### Routed metal, one color a layer

Scale: 4 px per um.
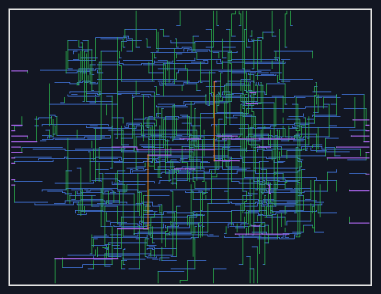
### PDN straps and rails

Scale: 4 px per um. Pins as bars on the die edge.
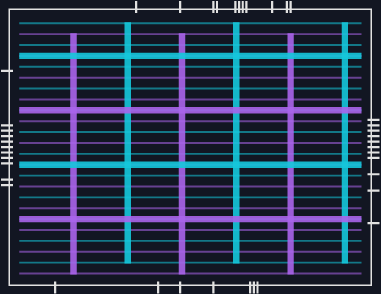
### The clock network

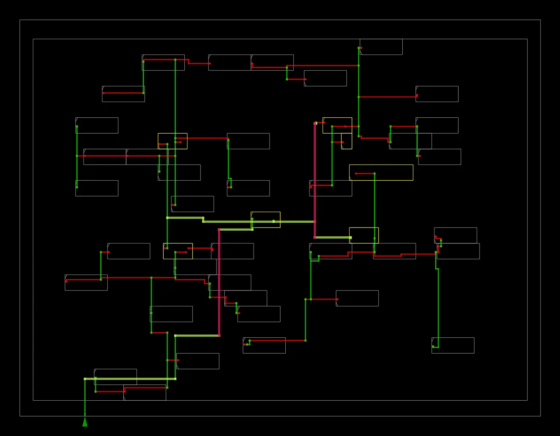
`src/rtl/bcd_pkg.sv`:
```
// Shared types and constants for the 3-digit BCD scan controller.
package bcd_pkg;

  localparam int unsigned BCD_DIGIT_W   = 4;
  localparam int unsigned NUM_DIGITS    = 3;
  localparam int unsigned BCD_MAX_DIGIT = 9;
  localparam int unsigned COUNT_W       = BCD_DIGIT_W * NUM_DIGITS;

  typedef enum logic [1:0] {
    SLOT_ONES,
    SLOT_TENS,
    SLOT_HUNDREDS,
    SLOT_BLANK
  } slot_e;

  typedef enum logic {
    ST_STOPPED,
    ST_RUNNING
  } run_state_e;

  typedef logic [BCD_DIGIT_W-1:0] bcd_digit_t;

  typedef struct packed {
    bcd_digit_t hundreds;
    bcd_digit_t tens;
    bcd_digit_t ones;
  } bcd_count_t;

  // Clamp a nibble into the legal BCD range.
  function automatic bcd_digit_t sat_digit(input bcd_digit_t d);
    return (d > bcd_digit_t'(BCD_MAX_DIGIT)) ? bcd_digit_t'(BCD_MAX_DIGIT) : d;
  endfunction

endpackage

```
`src/rtl/bcd_scan_ctrl_if.sv`:
```
// Front-panel command / load handshake and display bus of bcd_scan_ctrl.
interface bcd_scan_ctrl_if;
  import bcd_pkg::*;

  logic               start;
  logic               stop;
  logic               clear;
  logic               load_valid;
  logic [COUNT_W-1:0] load_bcd;
  logic               load_ready;
  logic [BCD_DIGIT_W-1:0] q;
  logic               en_ones;
  logic               en_tens;
  logic               en_hundreds;
  logic [COUNT_W-1:0] count_bcd;
  logic               running;
  logic               wrap;

  // Front-panel side: issues commands, watches the display bus.
  modport master (
    output start, stop, clear, load_valid, load_bcd,
    input  load_ready, q, en_ones, en_tens, en_hundreds, count_bcd, running, wrap
  );

  // Controller side.
  modport slave (
    input  start, stop, clear, load_valid, load_bcd,
    output load_ready, q, en_ones, en_tens, en_hundreds, count_bcd, running, wrap
  );

endinterface

```
`src/rtl/bcd_digit_inc.sv`:
```
// Combinational single BCD digit increment with carry chain support.
module bcd_digit_inc
  import bcd_pkg::*;
(
  input  bcd_digit_t digit_i,
  input  logic       carry_in_i,
  output bcd_digit_t digit_next_o,
  output logic       carry_out_o
);

  // Add carry_in; 9 rolls to 0 and propagates the carry.
  always_comb begin
    digit_next_o = digit_i;
    carry_out_o  = 1'b0;
    if (carry_in_i) begin
      if (digit_i >= bcd_digit_t'(BCD_MAX_DIGIT)) begin
        digit_next_o = '0;
        carry_out_o  = 1'b1;
      end else begin
        digit_next_o = digit_i + bcd_digit_t'(1);
      end
    end
  end

endmodule

```
`src/rtl/bcd_scan_ctrl.sv`:
```
// 3-digit BCD counter controller with run/stop/clear/load sequencing and a
// time-multiplexed digit bus (ones, tens, hundreds, blank).
// Optional build macro: LEADING_ZERO_BLANK_EN suppresses leading zero digits.
module bcd_scan_ctrl
  import bcd_pkg::*;
#(
  parameter int unsigned TICK_DIV = 1000,
  parameter int unsigned SCAN_DIV = 16
) (
  input  logic            clk,
  input  logic            rst,
  bcd_scan_ctrl_if.slave  bus
);

  localparam int unsigned PRESC_W = (TICK_DIV > 1) ? $clog2(TICK_DIV) : 1;
  localparam int unsigned SCAN_W  = (SCAN_DIV > 1) ? $clog2(SCAN_DIV) : 1;

  run_state_e           state_q, state_d;
  logic [PRESC_W-1:0]   presc_q, presc_d;
  bcd_count_t           count_q, count_d;
  logic                 wrap_q, wrap_d;
  logic [SCAN_W-1:0]    scan_cnt_q, scan_cnt_d;
  slot_e                slot_q, slot_d;
  bcd_digit_t           q_q, q_d;
  logic [2:0]           en_q, en_d;   // {hundreds, tens, ones}

  logic       running_c;
  logic       load_ready_c;
  logic       load_fire;
  logic       tick;
  logic       show_tens;
  logic       show_hundreds;
  bcd_digit_t inc_ones, inc_tens, inc_hundreds;
  logic       carry_ones, carry_tens, carry_hundreds;

  assign load_fire = bus.load_valid && load_ready_c;
  assign tick      = running_c && (presc_q == PRESC_W'(TICK_DIV - 1));

  // Run-state register.
  always_ff @(posedge clk) begin
    if (rst) state_q <= ST_STOPPED;
    else     state_q <= state_d;
  end

  // Next run state; clear and an accepted load shadow stop/start that cycle.
  always_comb begin
    state_d = state_q;
    if (!bus.clear && !load_fire) begin
      case (state_q)
        ST_STOPPED: if (bus.start && !bus.stop) state_d = ST_RUNNING;
        ST_RUNNING: if (bus.stop)               state_d = ST_STOPPED;
        default:                                state_d = ST_STOPPED;
      endcase
    end
  end

  // Run-state decoded outputs.
  always_comb begin
    running_c    = 1'b0;
    load_ready_c = 1'b0;
    case (state_q)
      ST_STOPPED: load_ready_c = 1'b1;
      ST_RUNNING: running_c    = 1'b1;
      default:    load_ready_c = 1'b1;
    endcase
  end

  bcd_digit_inc u_inc_ones (
    .digit_i      (count_q.ones),
    .carry_in_i   (1'b1),
    .digit_next_o (inc_ones),
    .carry_out_o  (carry_ones)
  );

  bcd_digit_inc u_inc_tens (
    .digit_i      (count_q.tens),
    .carry_in_i   (carry_ones),
    .digit_next_o (inc_tens),
    .carry_out_o  (carry_tens)
  );

  bcd_digit_inc u_inc_hundreds (
    .digit_i      (count_q.hundreds),
    .carry_in_i   (carry_tens),
    .digit_next_o (inc_hundreds),
    .carry_out_o  (carry_hundreds)
  );

  // Prescaler and count update: clear > load > tick.
  always_comb begin
    presc_d = presc_q;
    count_d = count_q;
    wrap_d  = 1'b0;
    if (bus.clear) begin
      presc_d = '0;
      count_d = '0;
    end else begin
      if (running_c) presc_d = tick ? '0 : presc_q + PRESC_W'(1);
      if (load_fire) begin
        count_d.hundreds = sat_digit(bus.load_bcd[3*BCD_DIGIT_W-1 -: BCD_DIGIT_W]);
        count_d.tens     = sat_digit(bus.load_bcd[2*BCD_DIGIT_W-1 -: BCD_DIGIT_W]);
        count_d.ones     = sat_digit(bus.load_bcd[BCD_DIGIT_W-1   -: BCD_DIGIT_W]);
      end else if (tick) begin
        count_d = '{hundreds: inc_hundreds, tens: inc_tens, ones: inc_ones};
        wrap_d  = carry_hundreds;
      end
    end
  end

`ifdef LEADING_ZERO_BLANK_EN
  assign show_hundreds = (count_q.hundreds != '0);
  assign show_tens     = (count_q.hundreds != '0) || (count_q.tens != '0);
`else
  assign show_hundreds = 1'b1;
  assign show_tens     = 1'b1;
`endif

  // Scan slot advance; digit and enables are captured together at slot entry.
  always_comb begin
    scan_cnt_d = scan_cnt_q + SCAN_W'(1);
    slot_d     = slot_q;
    q_d        = q_q;
    en_d       = en_q;
    if (scan_cnt_q == SCAN_W'(SCAN_DIV - 1)) begin
      scan_cnt_d = '0;
      slot_d     = slot_e'(slot_q + 2'd1);
      q_d        = '0;
      en_d       = 3'b000;
      case (slot_d)
        SLOT_ONES: begin
          q_d  = count_q.ones;
          en_d = 3'b001;
        end
        SLOT_TENS: begin
          if (show_tens) begin
            q_d  = count_q.tens;
            en_d = 3'b010;
          end
        end
        SLOT_HUNDREDS: begin
          if (show_hundreds) begin
            q_d  = count_q.hundreds;
            en_d = 3'b100;
          end
        end
        default: begin
          q_d  = '0;
          en_d = 3'b000;
        end
      endcase
    end
  end

  // Datapath and scan registers.
  always_ff @(posedge clk) begin
    if (rst) begin
      presc_q    <= '0;
      count_q    <= '0;
      wrap_q     <= 1'b0;
      scan_cnt_q <= '0;
      slot_q     <= SLOT_ONES;
      q_q        <= '0;
      en_q       <= 3'b001;
    end else begin
      presc_q    <= presc_d;
      count_q    <= count_d;
      wrap_q     <= wrap_d;
      scan_cnt_q <= scan_cnt_d;
      slot_q     <= slot_d;
      q_q        <= q_d;
      en_q       <= en_d;
    end
  end

  assign bus.load_ready  = load_ready_c;
  assign bus.running     = running_c;
  assign bus.count_bcd   = count_q;
  assign bus.wrap        = wrap_q;
  assign bus.q           = q_q;
  assign bus.en_ones     = en_q[0];
  assign bus.en_tens     = en_q[1];
  assign bus.en_hundreds = en_q[2];

endmodule

```
`src/flat_wrapper.sv`:
```
// flat-port wrapper written by rule: the top's interface ports become plain ports
module bcd_scan_ctrl_flat import bcd_pkg::*;
#(
  parameter int unsigned TICK_DIV = 1000,
  parameter int unsigned SCAN_DIV = 16
)
  (clk, rst, bus_start, bus_stop, bus_clear, bus_load_valid, bus_load_bcd, bus_load_ready, bus_q, bus_en_ones, bus_en_tens, bus_en_hundreds, bus_count_bcd, bus_running, bus_wrap);
  bcd_scan_ctrl_if bus_i ();
  input  logic clk;
  input  logic rst;
  input wire logic [$bits(bus_i.start)-1:0] bus_start;
  input wire logic [$bits(bus_i.stop)-1:0] bus_stop;
  input wire logic [$bits(bus_i.clear)-1:0] bus_clear;
  input wire logic [$bits(bus_i.load_valid)-1:0] bus_load_valid;
  input wire logic [$bits(bus_i.load_bcd)-1:0] bus_load_bcd;
  output wire logic [$bits(bus_i.load_ready)-1:0] bus_load_ready;
  output wire logic [$bits(bus_i.q)-1:0] bus_q;
  output wire logic [$bits(bus_i.en_ones)-1:0] bus_en_ones;
  output wire logic [$bits(bus_i.en_tens)-1:0] bus_en_tens;
  output wire logic [$bits(bus_i.en_hundreds)-1:0] bus_en_hundreds;
  output wire logic [$bits(bus_i.count_bcd)-1:0] bus_count_bcd;
  output wire logic [$bits(bus_i.running)-1:0] bus_running;
  output wire logic [$bits(bus_i.wrap)-1:0] bus_wrap;
  assign bus_i.start = bus_start;
  assign bus_i.stop = bus_stop;
  assign bus_i.clear = bus_clear;
  assign bus_i.load_valid = bus_load_valid;
  assign bus_i.load_bcd = bus_load_bcd;
  assign bus_load_ready = bus_i.load_ready;
  assign bus_q = bus_i.q;
  assign bus_en_ones = bus_i.en_ones;
  assign bus_en_tens = bus_i.en_tens;
  assign bus_en_hundreds = bus_i.en_hundreds;
  assign bus_count_bcd = bus_i.count_bcd;
  assign bus_running = bus_i.running;
  assign bus_wrap = bus_i.wrap;
  bcd_scan_ctrl #(.TICK_DIV(TICK_DIV), .SCAN_DIV(SCAN_DIV)) u_core (.clk(clk), .rst(rst), .bus(bus_i));
endmodule
```
`config.mk`:
```
export PLATFORM = sky130hd
export DESIGN_NAME = bcd_scan_ctrl_flat
export DESIGN_NICKNAME = d
export VERILOG_FILES = /design/src/rtl/bcd_pkg.sv /design/src/rtl/bcd_scan_ctrl_if.sv /design/src/rtl/bcd_digit_inc.sv /design/src/rtl/bcd_scan_ctrl.sv /design/src/flat_wrapper.sv
export SDC_FILE = /design/constraint.sdc
export NUM_CORES = 1
export LEC_CHECK = 0
export CAP_MARGIN = 15
export CELL_PAD_IN_SITES_DETAIL_PLACEMENT = 0
export CELL_PAD_IN_SITES_GLOBAL_PLACEMENT = 1
export CORE_ASPECT_RATIO = 0.75
export CORE_MARGIN = 2
export CORE_UTILIZATION = 38
export DETAILED_ROUTE_END_ITERATION = 10
export GPL_TIMING_DRIVEN = 0
export PLACE_DENSITY = 0.83
export SYNTH_ARGS = -nofsm -noshare
export SYNTH_HDL_FRONTEND = slang
export SYNTH_SLANG_ARGS = --single-unit
```
`constraint.sdc`:
```
create_clock -name clk -period 2.51 [get_ports clk]
set_input_delay 0.502 -clock clk [delete_from_list [all_inputs] [get_ports clk]]
set_output_delay 0.502 -clock clk [all_outputs]
set_load 0.005 [all_outputs]
```
==> qor_table.md <==
| Metric | Reported |
|:---|:---|
| Status | finished clean |
| Most used logic cell in the final layout | clkdlybuf4s50_1 |
| Initial antenna violation count | 0 |
| Comb gate area | 1260 sq um |
| Inverters | 16 |
| Final-report setup violation count | 0 |
| Number of cell instances on the worst register-to-register path | 7 |
| Maximum Capacitance Violations | 0 |
| Max stage delay on crit path | 0.51 ns |
| Fraction of final layout cells with drive strength greater than 1 | 0.0604 |
| Mux share of post-synthesis cell area | 0 |
| Maximum fanout along the worst path | 10 |
| 1st-pass router iterations | 5 |
| Shortest period the worst path allows | 2.14 ns |
| Share of synthesized area occupied by flip-flops and latches | 0.350 |
| Hold Fails Final Rpt | 0 |
| FP Rows | 23 |
| Area added between synthesis and finish | 27.8% |
| Final worst clock skew | 0.00258 ns |
| Yosys Warn Count | 0 |
| Sequence of cells on the critical path | clkdlybuf4s50_1 -> and2b_1 -> clkbuf_1 -> clkbuf_1 -> o22ai_1 -> a21oi_1 |
| Tapcells inserted | 75 |
| Total clock buffers created by CTS | 5 |
| XOR/XNOR Fraction of Synth Area | 0.0456 |
| Root buffer selected by CTS | clkbuf_8 |
| Library cell appearing most often on the critical path | clkbuf_1 |
| Logic share of the area | 0.465 |
| Yosys stat chip area | 2110 sq um |
| Mean post-synth cell area | 8.39 sq um |
| FA/HA/MAJ Cells, Area Fraction | 0.107 |
| Number of flops mapped to enable cells by yosys | 0 |
| Gate count after technology mapping | 252 |
| Net count reported at finish | 334 |
| Synthesized registers | 37 |
| HPWL after detailed placement | 3840 um |
| Top achievable clock speed | 467 MHz |
| Period Utilization, post-route | 0.854 |
| Total standard cell area after synthesis | 2110 sq um |
| Area of the chip | 6180 sq um |
| Cts repair resizes | 0 |
Notes on 'Routed metal, one color a layer' above:
legend:
  purple:
    layer: met3
    wire_length: 185 um
  green:
    layer: met2
    wire_length: 2130 um
  orange:
    layer: met4
    wire_length: 38.1 um
  blue:
    layer: met1
    wire_length: 2840 um
total routing resource utilization after global routing: 0.172
wire length after detailed routing: 5190 um
per-cell routed wire length: 13.9 um

Notes on 'PDN straps and rails' above:
legend:
  purple:
    net: VSS
  cyan:
    net: VDD
met1 rails: 24
met4 straps: 6
area inside the core boundary: 5350 sq um
Max IR drop VDD: 0.208 mV
Die Height: 68.6 um
width of the die: 90.1 um

Notes on 'The clock network' above:
latest clock arrival within the worst-skew pair: 0.29 ns
CLK BUF: 5

==> state kept, by name, indices dropped and copies added, names as in the netlist <==
signal and cells:
u_core.bus.count_bcd 12, u_core.bus.q 4, u_core.bus.wrap 1, u_core.en_q 3, u_core.presc_q 10, u_core.scan_cnt_q 4
u_core.slot_q 2, u_core.state_q 1
==> through the flow <==
stage	instance area (sq um)	hold slack, ns	power (uW)
after global routing	2700	0.470	1320
after global placement	2600	0.446	777
final	2700	0.457	1270
after detailed placement	2600	0.447	778
after CTS	2700	0.457	1280
after floorplan	2110	0.449	705
==> logic make-up (layout without fill, tap and decap cells) <==
family | after synthesis | after routing
DFF | 37 | 37
adders and majority gates | 18 | 18
xor gates and xnor gates | 11 | 11
AOI/OAI and AO/OA | 57 | 57
and+or+nand+nor | 101 | 101
buffers and inverters | 28 | 74
==> tightest hold or removal path, stage by stage, from the launching register on <==
cell and delay, ns:
dfxtp_1 0.31, nand2_1 0.05, a21oi_1 0.05
==> path summary, 6_finish.rpt <==
kind / from / slack (ns) / to
hold reg to reg: u_core.en_q[1] / 0.46 / u_core.en_q[1]
hold / removal: u_core.en_q[1] / 0.46 / u_core.en_q[1]
setup reg to reg: u_core.bus.count_bcd[5] / 0.40 / u_core.bus.count_bcd[8]
setup / recovery: bus_load_valid / 0.37 / u_core.bus.count_bcd[2]
==> per-layer routing <==
layer | wire [um] | share of wire | GRT usage | vias up
li1 | - | - | - | 997
met1 | 2840 | 0.55 | 0.255 | 888
met2 | 2130 | 0.41 | 0.251 | 52
met3 | 184 | 0.035 | 0.0315 | 5
met4 | 38 | 0.0073 | 0.0596 | 0
met5 | 0 | 0 | 0 | -
==> where the power goes <==
group	switching [uW]	total (uW)	internal (uW)
clock network	216	505	289
registers	19.8	618	599
logic	71.0	147	76.3
total	307	1270	964
Power figures rest on the tool's default switching activity, not on a simulated workload.
